**src/rtl/rgb_byte_serializer_if.sv**
```systemverilog
// Byte stream link from the pixel serializer to the UART transmitter.
// The master drives data/valid; the slave answers with ready.
interface rgb_byte_serializer_if;
  logic [7:0] tx_data;
  logic       tx_valid;
  logic       tx_ready;

  modport master (output tx_data, output tx_valid, input tx_ready);
  modport slave  (input tx_data, input tx_valid, output tx_ready);
endinterface

```
**src/rtl/rgb_byte_serializer.sv**
```systemverilog
// Buffers strobed RGB pixels in a small FIFO and emits them as R,G,B bytes over a
// valid/ready link, with a SYNC header byte ahead of pixel 0 of every frame.
module rgb_byte_serializer #(
  parameter int         FIFO_AW   = 4,
  parameter int         FRAME_PIX = 307200,
  parameter int         CNT_W     = 19,
  parameter logic [7:0] SYNC_BYTE = 8'hA5
) (
  input  logic                  sclk,
  input  logic                  rst,
  input  logic [7:0]            pi_data_R,
  input  logic [7:0]            pi_data_G,
  input  logic [7:0]            pi_data_B,
  input  logic                  pi_flag,
  rgb_byte_serializer_if.master tx,
  output logic [FIFO_AW:0]      fifo_level,
  output logic                  ovf
);

  localparam int DEPTH = 1 << FIFO_AW;

  localparam logic [2:0] ST_IDLE = 3'd0;
  localparam logic [2:0] ST_SYNC = 3'd1;
  localparam logic [2:0] ST_R    = 3'd2;
  localparam logic [2:0] ST_G    = 3'd3;
  localparam logic [2:0] ST_B    = 3'd4;

  localparam logic [CNT_W-1:0] CNT_LAST   = CNT_W'(FRAME_PIX - 1);
  localparam logic [FIFO_AW:0] LEVEL_FULL = (FIFO_AW + 1)'(DEPTH);

  logic [23:0]        mem [DEPTH];
  logic [FIFO_AW-1:0] wr_ptr_reg;
  logic [FIFO_AW-1:0] rd_ptr_reg;
  logic [FIFO_AW:0]   level_reg;
  logic [CNT_W-1:0]   pix_cnt_reg;
  logic [CNT_W-1:0]   pix_cnt_next;
  logic [2:0]         state_reg;
  logic [2:0]         state_next;
  logic [23:0]        hold_reg;
  logic               ovf_reg;
  logic               valid;
  logic               xfer;
  logic               fifo_empty;
  logic               fifo_full;
  logic               pop;
  logic               push;
  logic               drop;
  logic [7:0]         data_mux;

  assign fifo_empty   = (level_reg == '0);
  assign fifo_full    = (level_reg == LEVEL_FULL);
  assign valid        = (state_reg != ST_IDLE);
  assign xfer         = valid && tx.tx_ready;
  assign pix_cnt_next = (pix_cnt_reg == CNT_LAST) ? '0 : pix_cnt_reg + 1'b1;

  // A pop always coincides with the edge that enters R, so hold is loaded exactly then.
  always_comb begin
    state_next = state_reg;
    pop        = 1'b0;
    case (state_reg)
      ST_IDLE: begin
        if (!fifo_empty) begin
          if (pix_cnt_reg == '0) begin
            state_next = ST_SYNC;
          end else begin
            state_next = ST_R;
            pop        = 1'b1;
          end
        end
      end
      ST_SYNC: begin
        if (xfer) begin
          state_next = ST_R;
          pop        = 1'b1;
        end
      end
      ST_R: if (xfer) state_next = ST_G;
      ST_G: if (xfer) state_next = ST_B;
      ST_B: begin
        if (xfer) begin
          if (pix_cnt_next == '0 || fifo_empty) begin
            state_next = ST_IDLE;
          end else begin
            state_next = ST_R;
            pop        = 1'b1;
          end
        end
      end
      default: state_next = ST_IDLE;
    endcase
  end

  // A full FIFO still accepts a pixel when the head leaves on the same edge.
  assign push = pi_flag && (!fifo_full || pop);
  assign drop = pi_flag && fifo_full && !pop;

  always_ff @(posedge sclk) begin
    if (push) begin
      mem[wr_ptr_reg] <= {pi_data_R, pi_data_G, pi_data_B};
    end
  end

  always_ff @(posedge sclk) begin
    if (rst) begin
      state_reg   <= ST_IDLE;
      wr_ptr_reg  <= '0;
      rd_ptr_reg  <= '0;
      level_reg   <= '0;
      pix_cnt_reg <= '0;
      hold_reg    <= '0;
      ovf_reg     <= 1'b0;
    end else begin
      state_reg <= state_next;
      if (push) wr_ptr_reg <= wr_ptr_reg + 1'b1;
      if (pop) begin
        rd_ptr_reg <= rd_ptr_reg + 1'b1;
        hold_reg   <= mem[rd_ptr_reg];
      end
      case ({push, pop})
        2'b10:   level_reg <= level_reg + 1'b1;
        2'b01:   level_reg <= level_reg - 1'b1;
        default: level_reg <= level_reg;
      endcase
      if (state_reg == ST_B && xfer) pix_cnt_reg <= pix_cnt_next;
      if (drop) ovf_reg <= 1'b1;
    end
  end

  always_comb begin
    data_mux = 8'h00;
    case (state_reg)
      ST_SYNC: data_mux = SYNC_BYTE;
      ST_R:    data_mux = hold_reg[23:16];
      ST_G:    data_mux = hold_reg[15:8];
      ST_B:    data_mux = hold_reg[7:0];
      default: data_mux = 8'h00;
    endcase
  end

  assign tx.tx_data  = data_mux;
  assign tx.tx_valid = valid;
  assign fifo_level  = level_reg;
  assign ovf         = ovf_reg;

endmodule

```
**src/flat_wrapper.sv**
```systemverilog
// flat-port wrapper written by rule: the top's interface ports become plain ports
module rgb_byte_serializer_flat 
#(
  parameter int         FIFO_AW   = 4,
  parameter int         FRAME_PIX = 307200,
  parameter int         CNT_W     = 19,
  parameter logic [7:0] SYNC_BYTE = 8'hA5
)
  (sclk, rst, pi_data_R, pi_data_G, pi_data_B, pi_flag, fifo_level, ovf, tx_tx_data, tx_tx_valid, tx_tx_ready);
  rgb_byte_serializer_if tx_i ();
  input  logic sclk;
  input  logic rst;
  input  logic [7:0] pi_data_R;
  input  logic [7:0] pi_data_G;
  input  logic [7:0] pi_data_B;
  input  logic pi_flag;
  output logic [FIFO_AW:0] fifo_level;
  output logic ovf;
  output wire logic [$bits(tx_i.tx_data)-1:0] tx_tx_data;
  output wire logic [$bits(tx_i.tx_valid)-1:0] tx_tx_valid;
  input wire logic [$bits(tx_i.tx_ready)-1:0] tx_tx_ready;
  assign tx_tx_data = tx_i.tx_data;
  assign tx_tx_valid = tx_i.tx_valid;
  assign tx_i.tx_ready = tx_tx_ready;
  rgb_byte_serializer #(.FIFO_AW(FIFO_AW), .FRAME_PIX(FRAME_PIX), .CNT_W(CNT_W), .SYNC_BYTE(SYNC_BYTE)) u_core (.sclk(sclk), .rst(rst), .pi_data_R(pi_data_R), .pi_data_G(pi_data_G), .pi_data_B(pi_data_B), .pi_flag(pi_flag), .tx(tx_i), .fifo_level(fifo_level), .ovf(ovf));
endmodule
```
**config.mk**
```make
export PLATFORM = sky130hd
export DESIGN_NAME = rgb_byte_serializer_flat
export DESIGN_NICKNAME = d
export VERILOG_FILES = /design/src/rtl/rgb_byte_serializer_if.sv /design/src/rtl/rgb_byte_serializer.sv /design/src/flat_wrapper.sv
export SDC_FILE = /design/constraint.sdc
export NUM_CORES = 1
export LEC_CHECK = 0
export ABC_AREA = 1
export ABC_CLOCK_PERIOD_IN_PS = 7200
export CAP_MARGIN = 30
export CORE_ASPECT_RATIO = 1.1
export CORE_MARGIN = 5
export CORE_UTILIZATION = 48
export CTS_CLUSTER_DIAMETER = 200
export DETAILED_ROUTE_END_ITERATION = 8
export SLEW_MARGIN = 40
export SYNTH_ARGS = -nofsm -noshare
export SYNTH_HDL_FRONTEND = slang
export SYNTH_SLANG_ARGS = --single-unit
```
**constraint.sdc**
```tcl
create_clock -name sclk -period 7.2 [get_ports sclk]
set_clock_uncertainty 0.05 [all_clocks]
set_input_delay 2.16 -clock sclk [delete_from_list [all_inputs] [get_ports sclk]]
set_output_delay 2.16 -clock sclk [all_outputs]
set_load 0.005 [all_outputs]
```
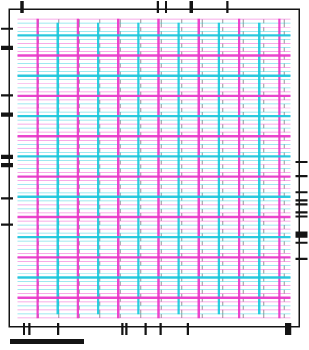
Fig. 1. PDN straps and rails.
Bar = 50 um. Pins as bars on the die edge. Tap cells in gray.
Key: magenta = VSS; cyan = VDD
The core has 74 rows. 43 signal pins sit on the boundary. 13 straps on met4. 75 met1 rails follow the rows.

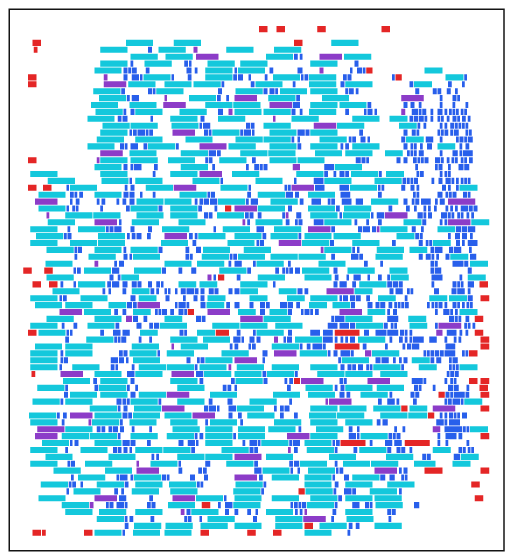
Fig. 2. Placement by cell class.
Key: purple = clock drivers and dummy loads [cells 82]; cyan = flip-flops [cells 444]; blue = all other logic [cells 991]; red = other buffers and delay cells [cells 58]

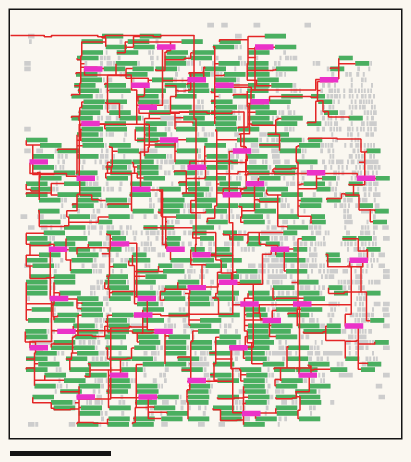
Fig. 3. Clock wires, drivers and flops.
Bar = 50 um.
Key: red = clock wires [length 4950 um]; green = flip-flops [count 444]; magenta = cells driving clock nets [count 45]
Position of the flops: all over the die.

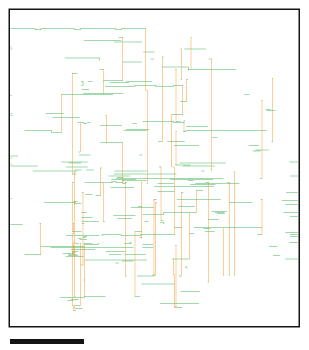
Fig. 4. Routed metal, one color a layer.
Bar = 50 um. Only two layers are drawn.
Key: orange = met4 [wire length 1850 um]; green = met3 [wire length 2240 um]

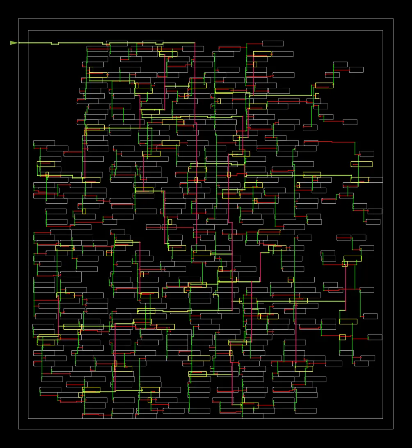
Fig. 5. Clock wiring as the flow saved it.
CTS Buf Count: 45
clock-net power: 2320 uW
# clk buffers: 52
flip-flops: 444

==> flow_summary.ini <==
; physical design summary
[drt]
dr_wl_met2_um = 22300
antenna_left = 0
highest_layer = met4
vias = 11810
wl_met3_um = 2240
wl_per_cell_um = 22.0
drc_errors = 0

[synthesis]
ys_top_cells_by_count = 384 x edfxtp_1, 218 x nand2_1, 178 x o21ai_0, 169 x nor2_1, 82 x a21oi_1
synthArstFlopShare_pct = 0
synth.area.top_cells = edfxtp_1 64%, dfxtp_1 6.7%, o21ai_0 5.0%
seq_area_frac_synth_pct = 70.9
xor_share_pct = 0.390
syn_nets = 1560
netlist_instances = 1521
top_cell_area_share_pct = 64.2
aoi_share_pct = 11.9
synth_flop_count = 444
avgSynthCellArea_sq_um = 11.8
edf_count = 384
mux_area_share_pct = 0
ys_sh_adder_pct = 0.808
yosysMostFrequentCell = edfxtp_1
synth_top_cell_by_area = edfxtp_1
synthTopLogicFamily = simple AND/OR/NAND/NOR gates
ys_cells = 1521

[global_route]
grt-busiest-layer = met2
grt_usage_pct = 21.9
met2_usage_pct = 37.4
grt_max_degree = 214
grt_pass1_vias = 11403
grtUsageMet3_pct = 3.20
grt_overflow = 0
antenna_found_initial = 0
grt_pass1_wl_um = 69200
met1_usage_pct = 28.5

[layout]
seq_area_sq_um = 12700
fill_cells = 3119
nNonClkBuffers = 58
largestClassByArea = flip-flops and latches
instances_no_fill = 2069
largest_reg_flops = 384
sh_comb_area_pct = 23.1
nets = 1579
areaGrowthSynthToFinish_pct = 14.0
layout.cells.most_common = edfxtp_1
finalInstanceArea_sq_um = 20500

[worst_setup_path]
cp_data_required_time_ns = 4.99
cp_cell_sequence = inv_1, nor2_1, inv_1, nor2_1, a221oi_1, nand2_1, clkdlybuf4s50_1
timing.rr.end = u_core.fifo_level[4]
cp_max_fo = 6
crit_family = simple AND/OR/NAND/NOR gates
regToRegSetupSlack_ns = 3.43
critPathMaxStageDelay_ns = 0.55
critPathBufInv = 3
r2r_cells = 25
startpoint = u_core.state_reg[0]

[power]
p_seq_uw = 2970
p_int_uw = 4610
combPwrFrac_pct = 17.1
p_seq_share_pct = 46.5
p_sw_share_pct = 27.9
clkPwrFrac_pct = 36.3

[die]
core_area_sq_um = 37000
rows = 74
chip_area_sq_um = 41400
die_width_um = 194

[place]
placed_cell_area_sq_um = 18900
dp_slack_ns = 2.46
hpwlAfterDp_um = 27300

[timing]
clock.fmax_mhz = 190
tightest_slew_ns = 0.849
setup_viol = 0
period_used_pct = 73.0
slew_headroom_pct = 43.4
setup_ws_ns = 1.95

[clock_network]
clk_latency_ns = 0.56
clockRootBuffer = clkbuf_16
post_cts_resized = 0
cts_setup_buffers = 0
cts_tree = done
clock_sinks = 444
hold_buffers = 0

[worst_hold_path]
hp-class = reg2reg

[outcome]
outcome = completed
Power is estimated from default activity; no workload was simulated.
